**config.mk**
```make
export PLATFORM = sky130hd
export DESIGN_NAME = gelato_warp_launcher
export DESIGN_NICKNAME = d
export VERILOG_FILES = /design/src/rtl/gelato_warp_launcher.sv
export SDC_FILE = /design/constraint.sdc
export NUM_CORES = 1
export LEC_CHECK = 0
export CORE_AREA = 5 5 91 93
export DETAILED_ROUTE_END_ITERATION = 6
export DIE_AREA = 0 0 96 98
export GPL_TIMING_DRIVEN = 0
export MAX_ROUTING_LAYER = met4
export PLACE_DENSITY = 0.84
export SLEW_MARGIN = 30
export SYNTH_ARGS = -nofsm -noshare
export SYNTH_HDL_FRONTEND = slang
export SYNTH_SLANG_ARGS = --single-unit
export TNS_END_PERCENT = 30
```
**constraint.sdc**
```tcl
create_clock -name clk -period 1.48 [get_ports clk]
set_input_delay 0.222 -clock clk [delete_from_list [all_inputs] [get_ports clk]]
set_output_delay 0.222 -clock clk [all_outputs]
set_load 0.05 [all_outputs]
```
**src/rtl/gelato_warp_launcher.sv**
```systemverilog
// Warp launcher: splits a kernel launch into per-warp init packets, round-robin over cores.
// Optional perf counters (perf_warps, perf_stall) are built when GELATO_LAUNCH_PERF_EN is defined.
module gelato_warp_launcher #(
   parameter int ADDR_WIDTH = 32,
   parameter int WARP_SIZE  = 32,
   parameter int MAX_WARPS  = 16,
   parameter int NUM_CORES  = 4
) (
   input  logic                                               clk,
   input  logic                                               rst_n,
   input  logic                                               launch_valid,
   output logic                                               launch_ready,
   input  logic [ADDR_WIDTH-1:0]                              launch_pc,
   input  logic [31:0]                                        launch_workers,
   output logic                                               warp_valid,
   input  logic                                               warp_ready,
   output logic [ADDR_WIDTH-1:0]                              warp_pc,
   output logic [$clog2(MAX_WARPS)-1:0]                       warp_id,
   output logic [WARP_SIZE-1:0]                               warp_mask,
   output logic [(NUM_CORES > 1 ? $clog2(NUM_CORES) : 1)-1:0] warp_core,
   output logic                                               launch_done,
   output logic                                               launch_err,
`ifdef GELATO_LAUNCH_PERF_EN
   output logic [31:0]                                        perf_warps,
   output logic [31:0]                                        perf_stall,
`endif
   output logic [1:0]                                         dbg_state
);

   // Handshakes: a launch is taken when launch_valid && launch_ready; a warp packet
   // transfers when warp_valid && warp_ready, and warp_* stay stable until then.
   typedef enum logic [1:0] {IDLE = 2'd0, ISSUE = 2'd1, DONE = 2'd2} state_e;

   localparam int LOG_WS = $clog2(WARP_SIZE);
   localparam int ID_W   = $clog2(MAX_WARPS);
   localparam int CORE_W = (NUM_CORES > 1) ? $clog2(NUM_CORES) : 1;
   localparam logic [63:0] WORKER_LIMIT = 64'(MAX_WARPS) * 64'(WARP_SIZE);
   localparam logic [CORE_W-1:0] LAST_CORE = CORE_W'(NUM_CORES - 1);

   state_e                state_q, state_d;
   logic [ADDR_WIDTH-1:0] pc_q, pc_d;
   logic [ID_W-1:0]       id_q, id_d;
   logic [ID_W-1:0]       last_id_q, last_id_d;
   logic [LOG_WS-1:0]     rem_q, rem_d;
   logic [CORE_W-1:0]     core_q, core_d;
   logic                  err_q, err_d;
   logic [31:0]           nwarps;
   logic                  over_limit;
   logic                  hs;

   assign nwarps     = (launch_workers >> LOG_WS) + {31'd0, |launch_workers[LOG_WS-1:0]};
   assign over_limit = {32'd0, launch_workers} > WORKER_LIMIT;
   assign hs         = warp_valid && warp_ready;

   always_comb begin
      state_d   = state_q;
      pc_d      = pc_q;
      id_d      = id_q;
      last_id_d = last_id_q;
      rem_d     = rem_q;
      core_d    = core_q;
      err_d     = err_q;
      unique case (state_q)
         IDLE: begin
            if (launch_valid) begin
               pc_d      = launch_pc;
               id_d      = '0;
               rem_d     = launch_workers[LOG_WS-1:0];
               last_id_d = ID_W'(nwarps - 32'd1);
               err_d     = 1'b0;
               if (over_limit) begin
                  err_d   = 1'b1;
                  state_d = DONE;
               end else if (launch_workers == 32'd0) begin
                  state_d = DONE;
               end else begin
                  state_d = ISSUE;
               end
            end
         end
         ISSUE: begin
            if (warp_ready) begin
               // the core pointer is never cleared between launches
               core_d = (core_q == LAST_CORE) ? '0 : core_q + CORE_W'(1);
               if (id_q == last_id_q) state_d = DONE;
               else id_d = id_q + ID_W'(1);
            end
         end
         DONE:    state_d = IDLE;
         default: state_d = IDLE;
      endcase
   end

   always_ff @(posedge clk or negedge rst_n) begin
      if (!rst_n) begin
         state_q   <= IDLE;
         pc_q      <= '0;
         id_q      <= '0;
         last_id_q <= '0;
         rem_q     <= '0;
         core_q    <= '0;
         err_q     <= 1'b0;
      end else begin
         state_q   <= state_d;
         pc_q      <= pc_d;
         id_q      <= id_d;
         last_id_q <= last_id_d;
         rem_q     <= rem_d;
         core_q    <= core_d;
         err_q     <= err_d;
      end
   end

   assign launch_ready = (state_q == IDLE);
   assign warp_valid   = (state_q == ISSUE);
   assign launch_done  = (state_q == DONE);
   assign launch_err   = launch_done && err_q;
   assign warp_pc      = pc_q;
   assign warp_id      = id_q;
   assign warp_core    = core_q;
   assign dbg_state    = state_q;

   // Only the final warp can be partial; a zero remainder means it is full too.
   always_comb begin
      warp_mask = '0;
      if (warp_valid) begin
         warp_mask = '1;
         if (id_q == last_id_q && rem_q != '0) warp_mask = ~({WARP_SIZE{1'b1}} << rem_q);
      end
   end

`ifdef GELATO_LAUNCH_PERF_EN
   logic [31:0] perf_warps_q, perf_warps_d;
   logic [31:0] perf_stall_q, perf_stall_d;

   always_comb begin
      perf_warps_d = perf_warps_q;
      perf_stall_d = perf_stall_q;
      if (hs) perf_warps_d = perf_warps_q + 32'd1;
      if (warp_valid && !warp_ready) perf_stall_d = perf_stall_q + 32'd1;
   end

   always_ff @(posedge clk or negedge rst_n) begin
      if (!rst_n) begin
         perf_warps_q <= '0;
         perf_stall_q <= '0;
      end else begin
         perf_warps_q <= perf_warps_d;
         perf_stall_q <= perf_stall_d;
      end
   end

   assign perf_warps = perf_warps_q;
   assign perf_stall = perf_stall_q;
`else
   logic unused_hs;
   assign unused_hs = hs;
`endif

endmodule

```
**Run 1: placed cells, one color a class**

(4 px per um) Fill, decap, tap and diode cells in gray.
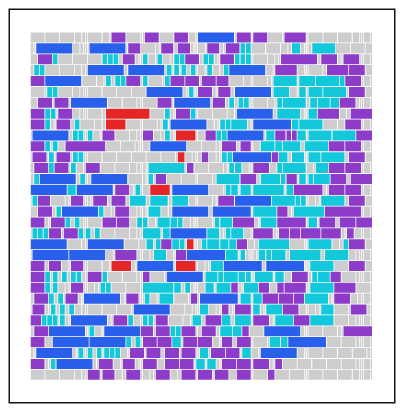
| class | color | cells |
|---|---|---|
| remaining buffers and delay cells | purple | 184 |
| sequential cells | blue | 50 |
| clock drivers and dummy loads | red | 8 |
| remaining logic cells | cyan | 241 |
flop share of the area: 25.2%
number of cell rows: 32

**Run 1: metal 3**

(4 px per um)
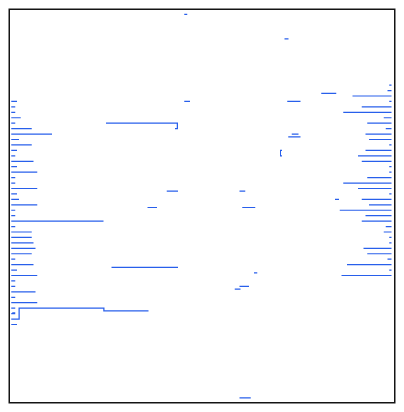
nets with wire on the layer: 88
main direction: horizontal
met3 routing resource usage after global routing: 3.16%
via count: 2826
wirelength, routed: 9290 um

==> run notes, run 1 <==
Notes on the physical implementation.

- The number of filler instances in the final layout is 631, for reference.
- The synthesis stats list as the most numerous cell sky130_fd_sc_hd__nand2_1.
- The via count of the first global-routing pass is 2966, for reference.
- Broken down by cell family, the worst path's largest delay share belongs to simple AND/OR/NAND/NOR gates.
- Setup repair after global routing could not meet its margin everywhere.
- CTS reports a maximum clock tree buffer depth of 2.
- The number of maximum-capacitance violations is 0, for reference.
- The class of the worst hold path is in2reg, for reference.
- The final layout reports a setup TNS of -20.19 ns.
- For this design the ratio of total power to cell area is 845 mW/mm2.
- Per the placement report, the placed cell count is 556.
- The distinct cell type count after synthesis is 37, for reference.
- The post-route fraction of the period consumed by the critical path is 146%, for reference.
- In the synthesis report, Yosys lists the chip area as 0.00251 mm2.
- The most used logic cell in the final layout is sky130_fd_sc_hd__nand2_1, for reference.
- Across every metal layer, demand over resource in global routing totals about a fifth.
- The critical path in this run is classified as reg2out.
- In the synthesized netlist the dominant register cell turns out to be sky130_fd_sc_hd__dfrtp_1.
- The overall die size recorded for this design is 0.00941 mm2.
- The startpoint of the lowest-slack register-to-register path is dbg_state[1], for reference.
- The mapped netlist covers 0.00251 mm2.
- The tree built by TritonCTS fans out to roughly 50 sinks.
- The maximum net fanout on the critical path is 3, for reference.
- The flow ran to the end, but the final reports show violations.
- Max-slew check failures listed in the final report amount to 0.
- The slack of the worst reg-to-reg path is -0.17 ns, for reference.
- The pin count of the biggest net entering global routing is 51, for reference.
- The weighted congestion at the end of routability-driven global placement is 0.882, for reference.
- The total count of hold-check failures in the final report is 0, for reference.
- The number of cells produced by synthesis is 311, for reference.
- The largest single stage delay on the critical path is 0.44 ns.
- The post-route netlist has 32.5% of its cells at a drive strength greater than 1.
- The first global-routing pass estimated 14600 um of wire.
- Per the GRT congestion report, total overflow comes to 0.
- The remaining antenna violation count after routing is 0, for reference.
- The total number of yosys warnings is 0, for reference.
- Yosys reported a register bit count of approximately 50.
- Summing the sequential cell areas from Yosys gives between 40% and 50% of the chip area.
- The critical path's slowest stage uses the library cell sky130_fd_sc_hd__dfrtp_1.
- The number of antenna diodes is 0, for reference.
- Registers take 0.00126 mm2.
- Checking max transition, the worst relative margin is 56.8%.
- OpenSTA lists the critical path startpoint as rem_q[1].
- Input and output buffers added on the ports amount to between 100 and 150.
- In this run the standard cell core region covers 0.00745 mm2.
- The setup slack of the critical path after layout is -0.679 ns, for reference.
- The setup-violating endpoint count in the final report is 43, for reference.
- The number of buffer and inverter stages on the critical path is 3, for reference.
- The final reports fail on setup timing.
- The total setup buffers inserted after CTS is 20, for reference.
- STA lists the startpoint of the worst hold path as launch_workers[4].
- The number of antenna violations at the first check in global routing is 0, for reference.
- The die is 96 um wide.
- The end point of the critical path is warp_mask[18], for reference.
- The element type at the critical path start is a flip-flop, for reference.
- The clock network latency to the later pin of the worst-skew pair is 0.30 ns, for reference.
- The top cell type by total area after synthesis is sky130_fd_sc_hd__dfrtp_1, for reference.
- The total area of multi-input combinational cells is 0.00158 mm2, for reference.
- The violation tally recorded at the end of detailed-routing iteration 0 is 104.
- The most prevalent standard cell on the critical path is sky130_fd_sc_hd__buf_6, for reference.
- The final net count is 554, for reference.
- The warning total across the stage logs is 29, for reference.
- In the floorplan report the effective utilization is approximately 34%.
- Of all flip-flops after synthesis, the portion carrying an async set or reset was 100%.
- STA classifies the critical path endpoint as a primary output.
- The critical path required time is 1.26 ns, for reference.
- The number of vias per cell is a little under 5, for reference.
- Per the post-synthesis report, the nets total 383.
- The clock arrives with 0.00291 ns of skew.
- The tally of non-filler cells in the final layout is 585, for reference.
- Walking the worst path, the cells encountered are nor4_4 -> buf_4 -> nor2b_4 -> nor2_4 -> buf_6 -> a31oi_4 -> buf_6.
- The transition time recorded at the tightest slew-check pin is approximately 0.65 ns.
- The static leakage is 2.33 nW, for reference.
- Looking at the clock tree report, the H-tree level count equals 2.
- The synthesized design contains 0 enable-type register cells.
- The clock tree root buffer cell is sky130_fd_sc_hd__clkbuf_8, for reference.
- The clock tree from TritonCTS is done, for reference.
- In this run the number of cells on the critical path is 7.
- The height of the chip is between 90 and 100 um, for reference.
- The DRC violation count after routing is 0, for reference.
- The worst min-delay path endpoint is rem_q[4], for reference.
- The clock transition at the registers of the reported paths is 0.09 ns, for reference.
- The iteration count recorded for the first detailed-route pass is 4.
- Of the post-synthesis cell area, the dominant cell type holds 49.8%.
- The number of cell instances after yosys synthesis is 311, for reference.
- Per the timing report, the most critical flop-to-flop path finishes at warp_id[1].
- The mean area per synthesized cell is 8.08 um2, for reference.
- The post-cts gate resize count is between 300 and 400, for reference.
- The top cell types in the final layout, fill and taps aside, are 117 x sky130_fd_sc_hd__nand2_1, 62 x sky130_fd_sc_hd__clkdlybuf4s50_1, 42 x sky130_fd_sc_hd__dfrtp_1, 32 x sky130_fd_sc_hd__buf_6, 24 x sky130_fd_sc_hd__dlygate4sd2_1.
- The worst hold path depth is 3, for reference.
- The data arrival time of the critical path is 1.94 ns, for reference.
- The smallest clock period supported by the final layout is computed as 2.16 ns.
- After synthesis, the cell types taking the most area are sky130_fd_sc_hd__dfrtp_1 50%, sky130_fd_sc_hd__nand2_1 18%, sky130_fd_sc_hd__o21ai_0 4.2%.
- The synthesis run shows the most used standard cells to be 121 x sky130_fd_sc_hd__nand2_1, 50 x sky130_fd_sc_hd__dfrtp_1, 21 x sky130_fd_sc_hd__o21ai_0.
- The worst ir drop on vdd is 0.000771 V, for reference.
- The total of hold buffers inserted after clock tree synthesis is 1, for reference.
- The count of pins on the block boundary is 144, for reference.
- The maximum frequency from static timing analysis is 0.463 GHz, for reference.
- The number of buffers created by CTS is 5, for reference.
- Per the post-place timing report, worst setup slack is -1.14 ns.
- Note, the detailed placer reported a final HPWL of about 6600 um.
- The power after layout is 0.00423 W, for reference.
- For the worst flop-to-flop path, the logic depth is 5.
**Run 1: cell sizes after repair**

(4 px per um)
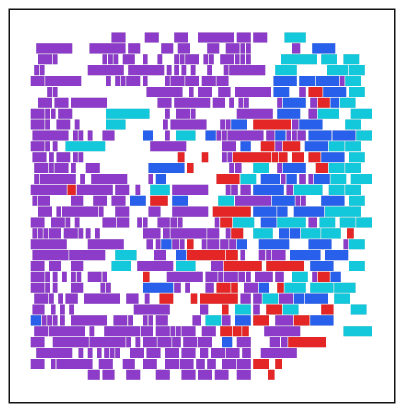
| size | color | cells | share | most used |
|---|---|---|---|---|
| x6 and larger | cyan | 58 | 12% | buf_6 |
| x3 and x4 | blue | 53 | 11% | buf_4 |
| x2 | red | 46 | 9.5% | dfrtp_2 |
| x1 and smaller | purple | 326 | 67% | nand2_1 |
area growth from synthesis to final layout: 99.0%
buffers outside the clock class: 184
final design area excluding fillers: 0.00500 mm2

**Run 1: routing congestion map**

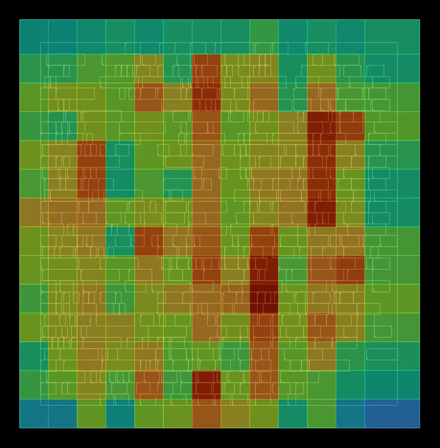
global routing met1 resource utilization: 24.7%
Util after Layout: 67.2%
layer with the highest usage: met2
wire length per cell: 15.9 um
grt met2 use: 33.7%

[run 1: report_power, final]
part	total (W)	switching [W]	internal, W	leakage [nW]
Sequential	0.00167	0.000140	0.00153	0.612
Combinational	0.00160	0.00103	0.000571	1.66
Clock	0.000949	0.000451	0.000498	0.0579
Total	0.00423	0.00162	0.00260	2.33
[run 1: cell type report]
cell class | instances | area share (%)
timing repair buffer | 167 | 34.5
tap | 102 | 2.55
inverter | 9 | 0.975
clock buffer | 5 | 1.38
clock inverter | 3 | 0.800
multi-input combinational | 232 | 31.5
sequential | 50 | 25.2
buffer | 17 | 3.08
[run 1: flip-flops by register name (all words and copies together) (netlist names)]
name	count
dbg_state	2
err_q	1
last_id_q	4
rem_q	5
warp_core	2
warp_id	4
warp_pc	32
[run 1: routing by layer]
layer,GRT usage [%],vias up,part of all wire (%)
met1,24.7,1339,40
met4,5.47,0,2.1
met3,3.16,17,4.5
met2,33.7,101,53
li1,-,1369,-
met5,-,-,0
[run 1: kinds of logic (layout without fill, tap and decap cells)]
kind of cell             after synthesis  in the layout  synth area share, %
AND/OR/NAND/NOR                      167            167                 28.9
AND-OR/OR-AND                         51             51                 11.2
flip-flops                            50             50                 49.8
buffers and inverters                 29            201                 4.38
XOR/XNOR                               6              6                 2.09
adder cells (fa/ha/maj)                4              4                 1.99
multiplexers                           4              4                 1.64
[run 1: stage by stage]
| stage | hold WS (ns) | area, um2 |
|---|---|---|
| floorplan | -0.0736 | 2850 |
| global placement | 0.457 | 4410 |
| detailed placement | 0.293 | 4400 |
| CTS | 0.256 | 4880 |
| global route | 0.260 | 5000 |
| finish | 0.271 | 5000 |
==> run 1 -> run 2 <==
--- a/config.mk
+++ b/config.mk
@@ -9,6 +9,7 @@
 export DETAILED_ROUTE_END_ITERATION = 6
 export DIE_AREA = 0 0 96 98
 export GPL_TIMING_DRIVEN = 0
+export HOLD_SLACK_MARGIN = 0.06
 export MAX_ROUTING_LAYER = met4
 export PLACE_DENSITY = 0.84
 export SLEW_MARGIN = 30
**Run 2: gate families picked out**

(4 px per um)
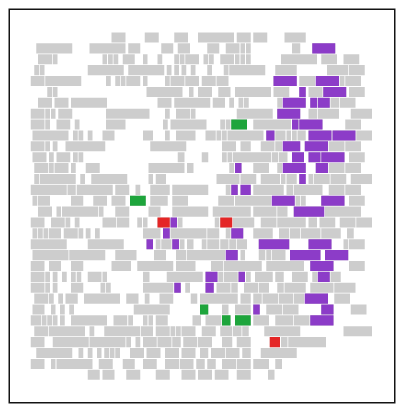
| family | color | cells |
|---|---|---|
| aoi and oai cells | purple | 48 |
| non-inverting ao/oa cells | red | 3 |
| and/or cells | green | 5 |
multi-input logic portion of the cell area: 31.5%
leading cell type in the layout, fill and taps excluded: sky130_fd_sc_hd__nand2_1

**Run 2: placed cells, one color a class**

(4 px per um) Fill, decap, tap and diode cells in gray.
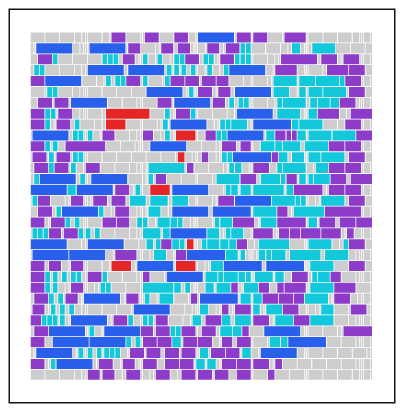
| class | color | cells |
|---|---|---|
| remaining logic cells | cyan | 241 |
| remaining buffers and delay cells | purple | 184 |
| clock drivers and dummy loads | red | 8 |
| sequential cells | blue | 50 |
area of the placeable core: 0.00745 mm2

==> run 2 against run 1 <==
  * Non-clock buffer count unchanged
  * Synthesized area unchanged
  * Power unchanged
  * Routed wire length unchanged
  * Die area unchanged
  * Cell area unchanged
  * Setup slack unchanged
  * Clock skew unchanged
  * The run still ends with setup timing left
  * Highest routed layer unchanged
==> run notes, run 2 <==
Notes on the physical implementation.

- The run finished, with violations left.
- The final reports fail on setup timing.
- The total count of max-transition violations in the final report came to 0 (unchanged).
- The top-area cell type share of the netlist area came to 49.8% (unchanged).
- The post-route fraction of the period consumed by the critical path came to 146% (unchanged).
- The total of hold buffers inserted after clock tree synthesis came to 1 (unchanged).
- The clock tree root buffer cell is sky130_fd_sc_hd__clkbuf_8, for reference.
- The number of maximum-capacitance violations is 0 (unchanged), for reference.
- The number of cells produced by synthesis was 311 (unchanged).
- The maximum frequency from static timing analysis is 0.463 GHz (unchanged), for reference.
- The core utilization at floorplan is 33.8% (unchanged), for reference.
- The proportion of total power due to net switching is 38.4% (unchanged), for reference.
- The worst hold-check slack is 0.271 ns (unchanged), for reference.
- The final clock skew came to 0.00291 ns (unchanged).
- The number of cell instances after yosys synthesis is 311 (unchanged), for reference.
- The number of antenna diodes is 0 (unchanged), for reference.
- The normalized max-slew margin was 56.8% (unchanged).
- The fraction of layout instances using a drive strength above 1 is 32.5% (unchanged), for reference.
- The total count of hold-check failures in the final report was 0 (unchanged).
- The sequential power was 0.00167 W (about the same).
- The total length of routed met2 wires came to 4970 um (unchanged).
- The kind of end point of the critical path is a primary output, for reference.
- The part of the power in combinational logic is 37.9% (about the same).
- The commonest cells after synthesis are 121 x sky130_fd_sc_hd__nand2_1, 50 x sky130_fd_sc_hd__dfrtp_1, 21 x sky130_fd_sc_hd__o21ai_0.
- The sequential area share after synthesis is 49.8% (unchanged), for reference.
- The global-route met1 utilization is 24.7% (unchanged), for reference.
- The wire length reported by the detailed router was 9290 um (unchanged).
- The total number of yosys warnings is 0 (unchanged), for reference.
- The remaining antenna violation count after routing is 0 (unchanged).
- The half-perimeter wire length after placement came to 6580 um (unchanged).
- The power attributed to the clock group is 0.000949 W (about the same), for reference.
- The part of the total power dissipated in the clock network is 22.5% (about the same), for reference.
- The pin count of the biggest net entering global routing is 51 (unchanged), for reference.
- The maximum single-stage delay on the critical path is 0.44 ns (about the same), for reference.
- The mean area per synthesized cell was 8.08 um2 (unchanged).
- The count of port buffers added during placement came to 143 (unchanged).
- The post-cts gate resize count is 340 (unchanged), for reference.
- The total power per unit cell area came to 845 mW/mm2 (unchanged).
- For reference, the top cells by area after synthesis are sky130_fd_sc_hd__dfrtp_1 50%, sky130_fd_sc_hd__nand2_1 18%, sky130_fd_sc_hd__o21ai_0 4.2%.
- The clock transition at the registers of the reported paths is 0.09 ns (about the same), for reference.
- Of all power groups, the one with the highest power is sequential cells.
- The most used routing layer in global routing is met2, for reference.
- The total combinational power came to 0.00160 W (about the same).
- In the synthesized netlist the dominant register cell turns out to be sky130_fd_sc_hd__dfrtp_1.
- The number of antenna violations at the first check in global routing was 0 (unchanged).
- The die width is 96 um (unchanged), for reference.
- The total number of clock tree sinks is 50 (unchanged), for reference.
- The setup-violating endpoint count in the final report is 43 (unchanged), for reference.
- The worst-case clock buffer depth is 2 (unchanged).
- The cell area after layout came to 0.00500 mm2 (unchanged).
- TritonCTS built the clock tree.
- STA classifies the critical path startpoint as a flip-flop.
- Traced cell by cell, the critical path runs through nor4_4 -> buf_4 -> nor2b_4 -> nor2_4 -> buf_6 -> a31oi_4 -> buf_6.
- The total setup buffers inserted after CTS is 20 (unchanged).
- The global-route wire length before repair is 14600 um (unchanged), for reference.
- The sequential share of power is 39.6% (about the same), for reference.
- The via count of the first global-routing pass came to 2966 (unchanged).
- The flip-flop and latch count after synthesis was 50 (unchanged).
- The slew at the pin with the worst max-slew slack is 0.648 ns (unchanged), for reference.
- The height of the chip is 98 um (unchanged), for reference.
- The flip-flop count of the largest register after layout is 32 (unchanged), for reference.
- The most common logic cells in the final layout are 117 x sky130_fd_sc_hd__nand2_1, 62 x sky130_fd_sc_hd__clkdlybuf4s50_1, 42 x sky130_fd_sc_hd__dfrtp_1, 32 x sky130_fd_sc_hd__buf_6, 24 x sky130_fd_sc_hd__dlygate4sd2_1.
- The DRC violation count after routing is 0 (unchanged), for reference.
- The met2 track utilization from global routing came to 33.7% (unchanged).
- In this run the worst hold path is classified as in2reg.
- The maximum net fanout on the critical path is 3 (unchanged), for reference.
- Of all cell types, the one taking the most synthesized area is sky130_fd_sc_hd__dfrtp_1.
- The clock period minus worst slack is 2.16 ns (unchanged), for reference.
- The setup slack of the critical path after layout came to -0.679 ns (unchanged).
- The internal power contribution is 0.00260 W (unchanged), for reference.
- The area of the mapped netlist came to 0.00251 mm2 (unchanged).
- The synthesized chip area reported by yosys is 0.00251 mm2 (unchanged), for reference.
- The placed cell area was 0.00440 mm2 (unchanged).
- The placement row count is 32 (unchanged), for reference.
- The async set-or-reset flop fraction in the synthesized netlist is 100% (unchanged).
- The count of pins on the block boundary came to 144 (unchanged).
- The iteration tally of the first detailed-router pass is 4 (unchanged), for reference.
- The leading cell type by number of instances after synthesis is sky130_fd_sc_hd__nand2_1, for reference.
- The critical path required time is 1.26 ns (about the same), for reference.
- The worst ir drop on vdd is 0.000771 V (unchanged), for reference.
- The maximum level of the CTS H-tree was 2 (unchanged).
- The clock network latency to the later pin of the worst-skew pair is 0.30 ns (about the same), for reference.
- The net switching power came to 0.00162 W (unchanged).
- The met3 global-route usage came to 3.16% (unchanged).
- The net count after synthesis came to 383 (unchanged).
- The leftover overflow at the end of global routing was 0 (unchanged).
- The total die size is 0.00941 mm2 (unchanged).
- The wire length the detailed router placed on met1 is 3710 um (unchanged), for reference.
- The detailed-routed wire length on met3 was 416 um (unchanged).
- The global routing usage summed across all routing layers is 20.0% (unchanged), for reference.
- The final net count is 554 (unchanged), for reference.
- The number of vias per cell is 4.83 (unchanged), for reference.
- The weighted congestion at the end of routability-driven global placement came to 0.882 (unchanged).
- Setup repair after global routing could not meet its margin everywhere.
- The total via count in the routed design is 2826 (unchanged), for reference.
- The warning total across the stage logs is 29 (unchanged), for reference.
- The data arrival time of the critical path is 1.94 ns (about the same), for reference.
- The number of buffers created by CTS is 5 (unchanged), for reference.
- The number of flops mapped to enable cells by yosys is 0 (unchanged), for reference.
- The violation count after the first detailed-route iteration is 104 (unchanged), for reference.
- The critical path in this run is classified as reg2out.
- The distinct cell type count after synthesis is 37 (unchanged), for reference.
- The highest metal layer used by the detailed router is met4, for reference.
- By instance count, the cell type seen most on the critical path is sky130_fd_sc_hd__buf_6.
- The slowest cell on the critical path is sky130_fd_sc_hd__dfrtp_1, for reference.
- The static leakage came to 2.33 nW (unchanged).
- The layout overhead on the synthesized area was 99.0% (unchanged).
- The average routed wire per standard cell is 15.9 um (unchanged), for reference.
**Run 2: cell sizes after repair**

(4 px per um)
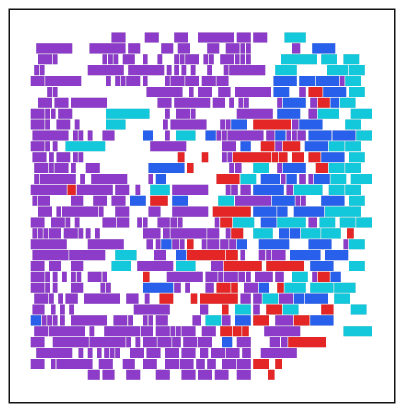
| size | color | cells | share | most used |
|---|---|---|---|---|
| x2 | red | 46 | 9.5% | dfrtp_2 |
| x1 and smaller | purple | 326 | 67% | nand2_1 |
| x3 and x4 | blue | 53 | 11% | buf_4 |
| x6 and larger | cyan | 58 | 12% | buf_6 |
final worst-path setup slack: -0.679 ns

==> run 2: cell counts in the layout (fill, tap and decap cells not counted) <==
Identical to the previous run, type by type.
==> run 2: final cells by class <==
class,instances,area (um2)
well taps,102,128
multi-input cells,232,1580
flip-flops and latches,50,1260
plain buffers,17,154
inverters,9,48.8
fillers,631,2440
clock buffers,5,68.8
clock inverters,3,40.0
repair buffers,167,1730
==> run 2: metrics by stage <==
step,TNS [ns],total power (W),instances,setup slack (ns),util [%]
2_1_floorplan,-30.96,0.00260,311,-0.607,-
4_1_cts,-20.31,0.00420,585,-0.644,65.5
6_report,-20.19,0.00423,585,-0.679,67.2
5_1_grt,-24.55,0.00446,585,-0.790,67.2
3_5_place_dp,-56.67,0.00321,556,-1.14,59.1
3_3_place_gp,-120.58,0.00318,556,-1.48,59.2
==> run 2: worst max-delay path, delay by kind of cell (launching register included) <==
kind	cells	cell delay (ns)
and+or+nand+nor	3	0.56
AOI/OAI and AO/OA	1	0.16
buffers and inverters	3	0.47
DFF	1	0.44
==> run 2: cells by family (layout without fill, tap and decap cells) <==
group,Yosys count,after routing,share of synthesized area [%]
fa+ha+maj,4,4,1.99
flops,50,50,49.8
simple gates,167,167,28.9
xor+xnor,6,6,2.09
buf+inv,29,201,4.38
mux,4,4,1.64
compound gates,51,51,11.2
==> run 2: final timing paths <==
kind | startpoint | cells after the start | slack, ns | end
min | launch_workers[4] | 3 | 0.27 | rem_q[4]
min in group asynchronous | rst_n | 2 | 0.49 | warp_pc[15]
max reg2reg | dbg_state[1] | 5 | -0.17 | warp_id[1]
max | rem_q[1] | 7 | -0.68 | warp_mask[18]
min reg2reg | warp_pc[8] | 2 | 0.47 | warp_pc[8]
max in group asynchronous | rst_n | 2 | 0.51 | rem_q[3]
**Run 2: metal 3**

(4 px per um)
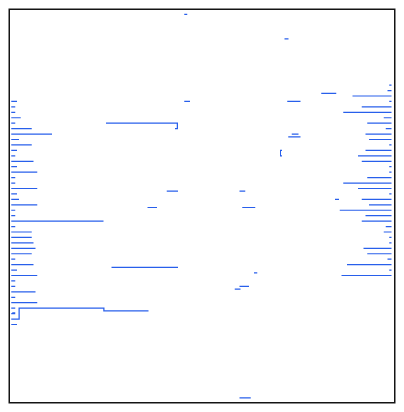

==> run 2 -> run 3 <==
--- a/config.mk
+++ b/config.mk
@@ -5,9 +5,11 @@
 export SDC_FILE = /design/constraint.sdc
 export NUM_CORES = 1
 export LEC_CHECK = 0
-export CORE_AREA = 5 5 91 93
+export CELL_PAD_IN_SITES_DETAIL_PLACEMENT = 1
+export CELL_PAD_IN_SITES_GLOBAL_PLACEMENT = 1
+export CORE_AREA = 5 5 109 111
 export DETAILED_ROUTE_END_ITERATION = 6
-export DIE_AREA = 0 0 96 98
+export DIE_AREA = 0 0 114 116
 export GPL_TIMING_DRIVEN = 0
 export HOLD_SLACK_MARGIN = 0.06
 export MAX_ROUTING_LAYER = met4
@@ -16,4 +18,3 @@
 export SYNTH_ARGS = -nofsm -noshare
 export SYNTH_HDL_FRONTEND = slang
 export SYNTH_SLANG_ARGS = --single-unit
-export TNS_END_PERCENT = 30
**Run 3: metal 3**

(4 px per um)
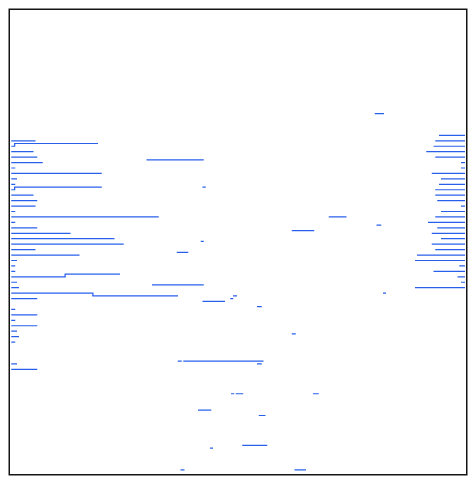
share of all routed wire: 5.3%
nets with wire on the layer: 82
met3 routing resource usage after global routing: 3.66%
via count: 2988
wirelength, routed: 11700 um

**Run 3: cell sizes after repair**

(3 px per um)
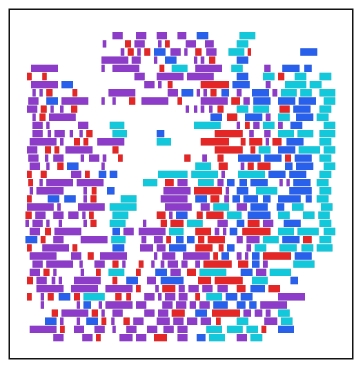
| size | color | cells | share | most used |
|---|---|---|---|---|
| x2 | red | 114 | 22% | nand2_2 |
| x6 and larger | cyan | 84 | 17% | buf_6 |
| x1 and smaller | purple | 222 | 44% | nand2_1 |
| x3 and x4 | blue | 87 | 17% | buf_4 |
final worst-path setup slack: -0.767 ns
area growth from synthesis to final layout: 126%
buffers outside the clock class: 208

**Run 3: gate families picked out**

(3 px per um)
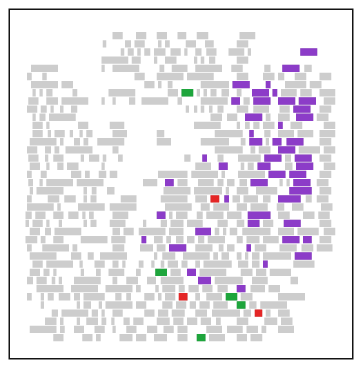
| family | color | cells |
|---|---|---|
| non-inverting ao/oa cells | red | 3 |
| aoi and oai cells | purple | 48 |
| and/or cells | green | 5 |
non-filler cells, final: 647
multi-input logic portion of the cell area: 33.7%

==> run 3 against run 2 <==
  * The run still ends with setup timing left
  * Worst hold slack worse by 0.13 ns
  * Sequential cell count stayed put
  * Critical path depth stayed put
  * Clock-buffer cell count is 1 higher
  * Clock skew is 0.0079 ns higher
  * Sequential share of layout area is 3.0 points lower
  * Via count is 5.7% higher
  * Setup slack worse by 0.087 ns
  * Synthesized cell count stayed put
  * Highest routed layer unchanged
==> run notes, run 3 <==
Notes on the physical implementation.

- The checks that failed: setup timing.
- The maximum frequency from static timing analysis is 0.445 GHz (-3.9%), for reference.
- The number of maximum-capacitance violations is 0 (unchanged).
- The kind of end point of the critical path is a primary output, for reference.
- The clock network latency to the later pin of the worst-skew pair is 0.30 ns (about the same).
- The height of the chip is 116 um (+18%), for reference.
- Leaving out fill and tap cells, the most frequent cells in the layout are 63 x sky130_fd_sc_hd__nand2_1, 56 x sky130_fd_sc_hd__clkdlybuf4s50_1, 40 x sky130_fd_sc_hd__dfrtp_1, 38 x sky130_fd_sc_hd__buf_6, 37 x sky130_fd_sc_hd__nand2_2.
- The proportion of total power due to net switching is 40.8% (+2.4 points), for reference.
- The setup-violating endpoint count in the final report is 82 (+91%), for reference.
- The sequential area share after synthesis was 49.8% (unchanged).
- The warning total across the stage logs is 29 (unchanged).
- The number of flops mapped to enable cells by yosys was 0 (unchanged).
- The leftover overflow at the end of global routing was 0 (unchanged).
- Per the CTS log, the root buffer master is sky130_fd_sc_hd__clkbuf_8.
- The core utilization at floorplan is 23.5% (-10 points), for reference.
- The final clock skew came to 0.0108 ns (+0.00791 ns).
- The slew at the pin with the worst max-slew slack is 0.557 ns (-0.0916 ns), for reference.
- The global-route wire length before repair is 18200 um (+25%).
- The total number of yosys warnings is 0 (unchanged), for reference.
- The run finished, with violations left.
- The simple-gate area share of the yosys netlist was 28.9% (unchanged).
- The maximum single-stage delay on the critical path is 0.45 ns (about the same).
- The count of pins on the block boundary is 144 (unchanged), for reference.
- The top flip-flop cell by instance count after synthesis is sky130_fd_sc_hd__dfrtp_1, for reference.
- By startpoint and endpoint, the worst setup path is classified as reg2out.
- The async set-or-reset flop fraction in the synthesized netlist is 100% (unchanged), for reference.
- The maximum net fanout on the critical path was 5 (+2).
- The share of synthesized area spent on multiplexers is 1.64% (unchanged), for reference.
- The pin count of the biggest net entering global routing is 30 (-41%), for reference.
- The synthesized design spends more area on one cell type than any other, namely sky130_fd_sc_hd__dfrtp_1.
- The count of port buffers added during placement is 143 (unchanged), for reference.
- The number of buffers created by CTS came to 5 (unchanged).
- The count of placed standard cells including taps was 595 (+7.0%).
- The distinct cell type count after synthesis is 37 (unchanged), for reference.
- The power after layout is 0.00445 W (+5.4%).
- The violation count after the first detailed-route iteration was 43 (-59%).
- The die width came to 114 um (+19%).
- The fraction of layout instances using a drive strength above 1 is 56.2% (+24 points), for reference.
- The total count of max-transition violations in the final report is 0 (unchanged), for reference.
- The total power per unit cell area was 784 mW/mm2 (-7.2%).
- The number of cell instances after yosys synthesis is 311 (unchanged), for reference.
- The iteration tally of the first detailed-router pass is 4 (unchanged), for reference.
- The part of the power in combinational logic is 42.2% (+4.3 points), for reference.
- The worst ir drop on vdd is 0.000506 V (-34%).
- The post-place setup slack is -1.18 ns (-0.0379 ns), for reference.
- The post-route fraction of the period consumed by the critical path came to 152% (+5.9 points).
- The placeable core region is 0.0107 mm2 (+44%), for reference.
- The number of vias per cell is 4.62 (-4.4%).
- The internal power contribution is 0.00264 W (+1.3%), for reference.
- The clock tree from TritonCTS is done, for reference.
- The net switching power was 0.00182 W (+12%).
- The prevailing logic family in the synthesized netlist is simple AND/OR/NAND/NOR gates, for reference.
- The setup slack of the critical path after layout is -0.767 ns (-0.0872 ns).
- The average routed wire per standard cell is 18.1 um (+14%), for reference.
- The class of the worst hold path is in2reg, for reference.
- The total negative slack is -25.98 ns (-5.80 ns).
- The slowest cell on the critical path is sky130_fd_sc_hd__dfrtp_1, for reference.
- The placement row count is 38 (+19%), for reference.
- The normalized max-slew margin is 62.7% (+5.9 points), for reference.
- The flip-flop count of the largest register after layout was 32 (unchanged).
- The cell area after layout came to 0.00569 mm2 (+14%).
- The via count of the first global-routing pass is 3356 (+13%), for reference.
- The clock period minus worst slack came to 2.25 ns (+0.0872 ns).
- The worst-case clock buffer depth was 2 (unchanged).
- The clock transition at the registers of the reported paths is 0.10 ns (about the same), for reference.
- After synthesis, the cell types taking the most area are sky130_fd_sc_hd__dfrtp_1 50%, sky130_fd_sc_hd__nand2_1 18%, sky130_fd_sc_hd__o21ai_0 4.2%.
- The adder-cell share of the synthesized area was 1.99% (unchanged).
- The synthesized chip area reported by yosys is 0.00251 mm2 (unchanged), for reference.
- The flip-flop and latch count after synthesis came to 50 (unchanged).
- The number of antenna violations at the first check in global routing was 0 (unchanged).
- The data arrival time of the critical path is 2.02 ns (+0.08 ns), for reference.
- The area of the mapped netlist is 0.00251 mm2 (unchanged), for reference.
- The element type at the critical path start is a flip-flop, for reference.
- The critical path required time is 1.26 ns (about the same), for reference.
- The parity-gate share of the synthesized area counting xor and xnor cells was 2.09% (unchanged).
- The maximum level of the CTS H-tree came to 2 (unchanged).
- The weighted congestion at the end of routability-driven global placement is 0.810 (-8.1%), for reference.
- The final net count is 578 (+4.3%), for reference.
- By count the netlist is led by 121 x sky130_fd_sc_hd__nand2_1, 50 x sky130_fd_sc_hd__dfrtp_1, 21 x sky130_fd_sc_hd__o21ai_0.
- The total die size is 0.0132 mm2 (+41%), for reference.
- The global routing usage summed across all routing layers is 17.9% (-2.1 points), for reference.
- The top-area cell type share of the netlist area came to 49.8% (unchanged).
- The total number of clock tree sinks is 50 (unchanged), for reference.
- The static leakage was 2.62 nW (+12%).
- The net count after synthesis is 383 (unchanged), for reference.
- The worst hold-check slack was 0.137 ns (-0.133 ns).
- The synthesized-area fraction occupied by ao, oa, aoi and oai cells is 11.2% (unchanged), for reference.
- The leading cell type by number of instances after synthesis is sky130_fd_sc_hd__nand2_1, for reference.
- The part of the total power dissipated in the clock network came to 19.0% (-3.5 points).
- The share of the core filled with cells is 53.1% (-14 points), for reference.
- Setup repair after global routing could not meet its margin everywhere.
- Traced cell by cell, the critical path runs through xnor2_2 -> nand4_1 -> buf_4 -> o31ai_4 -> buf_8 -> o21ai_2 -> buf_6.
- The placed cell area is 0.00453 mm2 (+2.9%), for reference.
- The half-perimeter wire length after placement is 7820 um (+19%), for reference.
- The mean area per synthesized cell is 8.08 um2 (unchanged), for reference.
- The slack of the worst reg-to-reg path is -0.19 ns (-0.02 ns), for reference.
- The DRC violation count after routing is 0 (unchanged).
- The number of antenna diodes was 0 (unchanged).
- The number of cells produced by synthesis is 311 (unchanged), for reference.
- The remaining antenna violation count after routing is 0 (unchanged), for reference.
- The total count of hold-check failures in the final report is 0 (unchanged).
- The cell family contributing the most delay on the critical path is buffers and inverters.
- The number of buffer and inverter stages on the critical path is 3 (unchanged), for reference.
- The sequential share of power came to 38.8% (-0.8 points).
- The most used logic cell in the final layout is sky130_fd_sc_hd__nand2_1, for reference.
## run 3: cell counts after synthesis
Identical to the previous run, type by type.
## run 3: layer usage
| metal | wire, um | GRT usage [%] | vias to the layer above | share of wire, % |
|---|---|---|---|---|
| met5 | 0 | - | - | 0 |
| met4 | 250 | 4.04 | 0 | 2.1 |
| met3 | 625 | 3.66 | 21 | 5.3 |
| met2 | 6450 | 32.7 | 101 | 55 |
| met1 | 4400 | 20.1 | 1448 | 37 |
| li1 | - | - | 1418 | - |
## run 3: power groups by stage
stage | combinational, W | sequential, W | clock [W]
floorplan | 0.000486 | 0.00212 | 0
global placement | 0.00155 | 0.00166 | 0
detailed placement | 0.00159 | 0.00167 | 0
CTS | 0.00179 | 0.00170 | 0.000881
global route | 0.00199 | 0.00176 | 0.000939
finish | 0.00188 | 0.00173 | 0.000845
## run 3: timing repair
item	in CTS	in global routing
gates resized	446	169
setup buffers	34	12
gates cloned	6	2
endpoints found under the setup margin	120	122
hold buffers	1	0
pin swaps	73	33
hold endpoints to repair	21	0
## run 3: worst reg2reg max path, delay by kind of cell (launching register included)
kind	cells	cell delay, ns
AND/OR/NAND/NOR	2	0.44
flip-flops	1	0.45
buffers and inverters	3	0.41
AND-OR/OR-AND	2	0.25
## run 3: final cells by class
cell class	count	area, um2
fill	1162	5010
multi-input combinational	232	1920
clock inverter	2	12.5
buffer	15	211
clock buffer	6	82.6
sequential	50	1260
tap	140	175
timing repair buffer	193	1970
inverter	9	52.6
## run 3: worst paths after layout
check / from / end / depth (start not counted)
max: last_id_q[2] / warp_mask[12] / 7
min: launch_workers[0] / rem_q[0] / 3
max reg2reg: dbg_state[1] / warp_id[3] / 7
min reg2reg: warp_pc[28] / warp_pc[28] / 2
max in group asynchronous: rst_n / warp_pc[28] / 3
min in group asynchronous: rst_n / warp_pc[15] / 2
Power is estimated from default activity; no workload was simulated.
